===== src/rtl/fib_bcd_conv.sv =====
// -----------------------------------------------------------------------------
// fib_bcd_conv
//   Binary-to-packed-BCD converter placed after the fibonacci generator.
//   A result is captured on its in_valid pulse. It is converted with a
//   sequential double-dabble that handles one input bit per clock. It is then
//   held on a valid/ready port until the consumer takes it. One converted
//   result is buffered, so a slow display/print stage does not stall the
//   generator's timing.
//
//   Optional feature macro: FIB_BCD_DROP_CNT_EN
//     defined   -> drop_cnt port plus a saturating 8-bit counter of inputs that
//                  arrived while the converter was not ready (lost values)
//     undefined -> no drop_cnt port and no counter logic
// -----------------------------------------------------------------------------
module fib_bcd_conv #(
   parameter int W      = 10,   // binary input width (fibonacci result width)
   parameter int DIGITS = 4     // BCD digits; must cover W bits or MSDs are lost
) (
   input  logic                clk,
   input  logic                rst,
   input  logic                in_valid,
   input  logic [W-1:0]        in_data,
   output logic                in_ready,
   output logic                busy,
   output logic                bcd_valid,
   input  logic                bcd_ready,
   output logic [4*DIGITS-1:0] bcd
`ifdef FIB_BCD_DROP_CNT_EN
   ,
   output logic [7:0]          drop_cnt
`endif
);

   localparam int BCD_W = 4 * DIGITS;
   localparam int CNT_W = $clog2(W + 1);

   typedef enum logic [1:0] {
      ST_IDLE  = 2'd0,
      ST_SHIFT = 2'd1,
      ST_HOLD  = 2'd2
   } state_t;

   state_t             state;
   state_t             state_next;

   logic [W-1:0]       sreg;        // binary bits still to be shifted in
   logic [BCD_W-1:0]   acc;         // BCD accumulator under construction
   logic [CNT_W-1:0]   bit_cnt;     // bits remaining in the current conversion

   logic [BCD_W-1:0]   acc_adj;     // accumulator after the add-3 correction
   logic [BCD_W+W-1:0] dabble_wide; // {acc_adj, sreg} after one left shift
   logic [BCD_W-1:0]   acc_shift;
   logic [W-1:0]       sreg_shift;
   logic               last_bit;

   // Add 3 to every digit that is 5 or more, so the next shift left carries
   // into the digit above at exactly the decimal boundary. Each digit stays
   // 4 bits wide and has no carry out: a corrected digit is at most 12.
   function automatic logic [BCD_W-1:0] dabble_adjust(input logic [BCD_W-1:0] a);
      logic [BCD_W-1:0] r;
      r = a;
      for (int i = 0; i < DIGITS; i++) begin
         if (a[4*i +: 4] >= 4'd5)
            r[4*i +: 4] = a[4*i +: 4] + 4'd3;
      end
      return r;
   endfunction

   // One double-dabble step: correct the digits, then shift {acc,sreg} left 1.
   always_comb begin
      // NOTE: every always_comb output gets a value before any branch, so no
      // path can leave it unassigned and infer a latch.
      acc_adj     = dabble_adjust(acc);
      dabble_wide = {acc_adj, sreg} << 1;
      acc_shift   = dabble_wide[BCD_W+W-1:W];
      sreg_shift  = dabble_wide[W-1:0];
      last_bit    = (bit_cnt == CNT_W'(1));
   end

   // State register; reset has priority over every transition.
   always_ff @(posedge clk) begin
      // NOTE: sequential state uses non-blocking assignments, so every
      // register samples values from before the edge and the order of the
      // statements does not matter.
      if (rst)
         state <= ST_IDLE;
      else
         state <= state_next;
   end

   // Next-state logic: accept in IDLE, run W shift steps, hold until the handshake.
   always_comb begin
      state_next = state;
      case (state)
         ST_IDLE:  if (in_valid)  state_next = ST_SHIFT;
         ST_SHIFT: if (last_bit)  state_next = ST_HOLD;
         ST_HOLD:  if (bcd_ready) state_next = ST_IDLE;
         default:                 state_next = ST_IDLE;
      endcase
   end

   // Datapath: load on accept, shift once per clock, publish bcd on the last step.
   always_ff @(posedge clk) begin
      // NOTE: the datapath registers are reset as well as the FSM. This makes
      // bcd read 0 after reset, and the shift state is never left unknown.
      if (rst) begin
         sreg    <= '0;
         acc     <= '0;
         bit_cnt <= '0;
         bcd     <= '0;
      end else begin
         case (state)
            ST_IDLE: begin
               if (in_valid) begin
                  sreg    <= in_data;
                  acc     <= '0;
                  bit_cnt <= CNT_W'(W);
               end
            end
            ST_SHIFT: begin
               sreg    <= sreg_shift;
               acc     <= acc_shift;
               bit_cnt <= bit_cnt - CNT_W'(1);
               if (last_bit)
                  bcd <= acc_shift;
            end
            default: begin
               // HOLD: bcd keeps its value until the next conversion finishes
            end
         endcase
      end
   end

   // Handshake and status outputs are decoded directly from the state.
   always_comb begin
      in_ready  = (state == ST_IDLE);
      busy      = (state == ST_SHIFT) || (state == ST_HOLD);
      bcd_valid = (state == ST_HOLD);
   end

`ifdef FIB_BCD_DROP_CNT_EN
   // Count input pulses lost while not ready; saturate rather than wrap.
   always_ff @(posedge clk) begin
      if (rst)
         drop_cnt <= '0;
      else if (in_valid && !in_ready && (drop_cnt != 8'hFF))
         drop_cnt <= drop_cnt + 8'd1;
   end
`endif

endmodule


===== config.mk =====
export PLATFORM = sky130hd
export DESIGN_NAME = fib_bcd_conv
export DESIGN_NICKNAME = d
export VERILOG_FILES = /design/src/rtl/fib_bcd_conv.sv
export SDC_FILE = /design/constraint.sdc
export NUM_CORES = 1
export LEC_CHECK = 0
export CAP_MARGIN = 25
export CORE_ASPECT_RATIO = 0.5
export CORE_MARGIN = 2
export CORE_UTILIZATION = 54
export CTS_CLUSTER_SIZE = 30
export DETAILED_ROUTE_END_ITERATION = 16
export PLACE_DENSITY_LB_ADDON = 0.05
export SYNTH_ARGS = -nofsm -noshare
export SYNTH_HDL_FRONTEND = slang
export SYNTH_SLANG_ARGS = --single-unit
export TNS_END_PERCENT = 5

===== constraint.sdc =====
create_clock -name clk -period 1.85 [get_ports clk]
set_clock_uncertainty 0.1 [all_clocks]
set_input_delay 0.4625 -clock clk [delete_from_list [all_inputs] [get_ports clk]]
set_output_delay 0.4625 -clock clk [all_outputs]
set_load 0.05 [all_outputs]

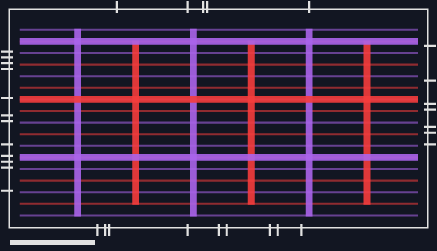
(images/power_grid.png)
Scale bar: 20 um. Pins as bars on the die edge.
colour	net
purple	VSS
red	VDD
met5 straps	3
met1 rails	17
signal pins	33
met4 straps	6

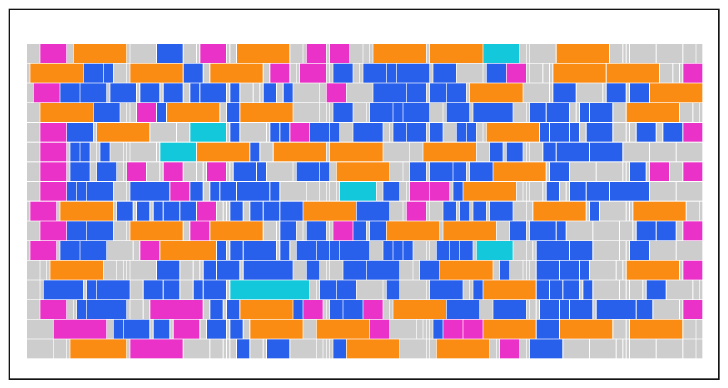
(images/placement_by_type.png)
Fill, decap, tap and diode cells in grey.
colour	class	cells	share of their area
cyan	clock drivers and dummy loads	6	3.5%
magenta	remaining buffers and delay cells	47	15%
orange	sequential cells	48	34%
blue	combinational and other logic	193	48%
Placeable Area: 0.00406 mm^2
Site Rows: 16
final non-filler cell area: 0.00291 mm^2

==> reports/writeup.txt <==
Per the hold report, the tightest min-delay path originates at acc[13]. In the power breakdown, the biggest contributor is sequential cells. Measured against the total synthesized area, the mux share comes to 6.59%. In the synthesized netlist, the cells that appear most often are 48 x sky130_fd_sc_hd__dfxtp_1, 24 x sky130_fd_sc_hd__nor2_1.

During synthesis, Yosys emitted a total of 0 warnings. The run gives -0.189 ns as the pre-CTS setup slack. The routed layout reports a DRC error count of 0. In this run, the synthesized area fraction spent on and/or/nand/nor cells is recorded as 17.4%. The logs give 71.7% for the final core area utilization and 0.12 ns for the reg2reg setup slack.

The first routing iteration left 50 violations. During tapcell insertion the tool placed 54 well taps. The cell type with the largest total area is sky130_fd_sc_hd__dfxtp_1. The total nets after synthesis came out at 280. The power report lists cell-internal power as 1810 uW.

The count of final max-slew check failures was 0; the final weighted congestion of routability-driven global placement was 0.821. The global routing stage identified its most utilized layer as met2. The synthesis run identifies the leading combinational cell family as AND-OR/OR-AND gates.

The run gives 58.4% for the effective utilization at floorplan. The run gives 0.00498 mm^2 as the total die size. The routed design uses 2.34 mm of met2 wire. Counting tap cells, the placed design contains a total of 341 instances. By instance count after routing, the leading logic cell types are 46 x sky130_fd_sc_hd__dfxtp_1, 31 x sky130_fd_sc_hd__buf_4, 22 x sky130_fd_sc_hd__nor2_1.

Along the worst path, the maximum fanout reaches 5. The OpenROAD report gives the critical path a data arrival time of 1.24 ns. The post-CTS setup buffer count was 0; the number of distinct library cells after synthesis was 46. Leaving out the clock tree, the finished layout contains a buffer count of 47.

Walking the worst path, the cells encountered are inv_1 > ha_2 > buf_4 > buf_12. Global routing consumed, over all layers together, 21.4% of the routing resources. The relative slew slack is 74.2%. The run gives 0 for the initial antenna violation count. STA classifies the critical path endpoint as an output port.

After detailed routing, the wire length on met1 is 2.42 mm. The logs give 0.00237 mm^2 for the chip area line of the yosys report and 0 for the antenna cell count. The switching share of power was 30.4%. The run finished with clean final reports. With the overall power consumption at 2610 uW, the final instance count without filler cells is 348. Counting the clock-network buffers in the layout gives 5. The sequential cell area fraction in the yosys report came out at 40.5%. The run gives 253 for the yosys cell count. OpenSTA lists the critical path endpoint as in_ready. The number of violations of the max-capacitance limit is 0. The run gives 0.364 ns as the final-layout worst hold slack. After detailed routing, the average wire length per cell comes to 14.4 um. After synthesis, the mean cell area works out to 9.39 um^2. By area the synthesized netlist is led by sky130_fd_sc_hd__dfxtp_1 40%, sky130_fd_sc_hd__ha_1 6.8%, sky130_fd_sc_hd__mux2i_1 5.5%. The detailed router reported a total wirelength of 5.00 mm. OpenROAD emitted warnings numbering 34. The die boundary height works out to 50.9 um. Number of H-tree branching levels: 2. The filler cells instantiated in the layout total 304. Ratio of total power to cell area: 895 mW/mm^2. The tools report the count of final setup violators as 0. Multi-input logic portion of the cell area: 44.9%.

In this run the power spent charging and discharging nets is 792 uW. After layout, the minimum clock period comes to 1.81 ns. The share of total power dissipated in combinational logic is 27.6%. Counting flops and latches in the post-synthesis netlist gives 48. Dividing the detail-routed via count by the number of cells gives 5.62. The final design was reported to hold multi-input combinational gates totalling 179. The cell count after synthesis came out at 253. The share of total power dissipated in sequential elements is 44.5%.

The critical path starts at state[0]. Per the final report, the share of cell area in non-clock buffers is 14.5%. Among all stages on the critical path, the maximum delay recorded is 0.33 ns.

Global routing consumed, on the met3 layer, 5.20% of the routing resources. Kind of path behind the tightest hold check: reg -> reg. The number of hold buffers added after CTS was 0. The portion of synthesized cell area occupied by the leading cell type was 40.5%. The fraction of final layout cells sized beyond drive strength 1 is 22.1%.

The first global-routing pass estimated 8.56 mm of wire. TritonCTS built the clock tree. Synthesized-area fraction occupied by adder cells: 6.85%. Counting cells, the worst reg-to-reg path comes to 5.

After detailed routing, the met3 layer carries 184 um of wire. The final cycle utilization of the critical path works out to 97.6%. The power attributed to combinational cells is 720 uW. Setup repair after global routing could not meet its margin everywhere. CTS reports a maximum clock tree buffer depth of 2. Port buffering added 32 buffers.

Across the whole layout, storage elements account for 963 um^2. The tools report the power in sequential cells as 1160 uW. The highest layer touched by signal routing is met4.

X dimension of the die: 97.8 um. For the post-detailed-placement half-perimeter wirelength, the log shows 3.59 mm. The timing report attributes the biggest portion of critical-path delay to buffers and inverters.
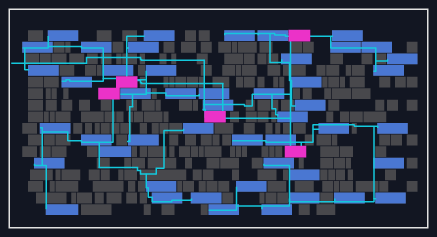
(images/clk_routes.png)
[cyan] clock wires | length: 588 um
[blue] flip-flops | count: 48
[magenta] clock drivers | count: 5
routed clock nets	6
flops lie	spread over the die
Clk Latency, worst-skew pair: 0.30 ns
power share of the clock group: 27.9%
Clk. pwr: 726 uW

Power is estimated from default activity; no workload was simulated.
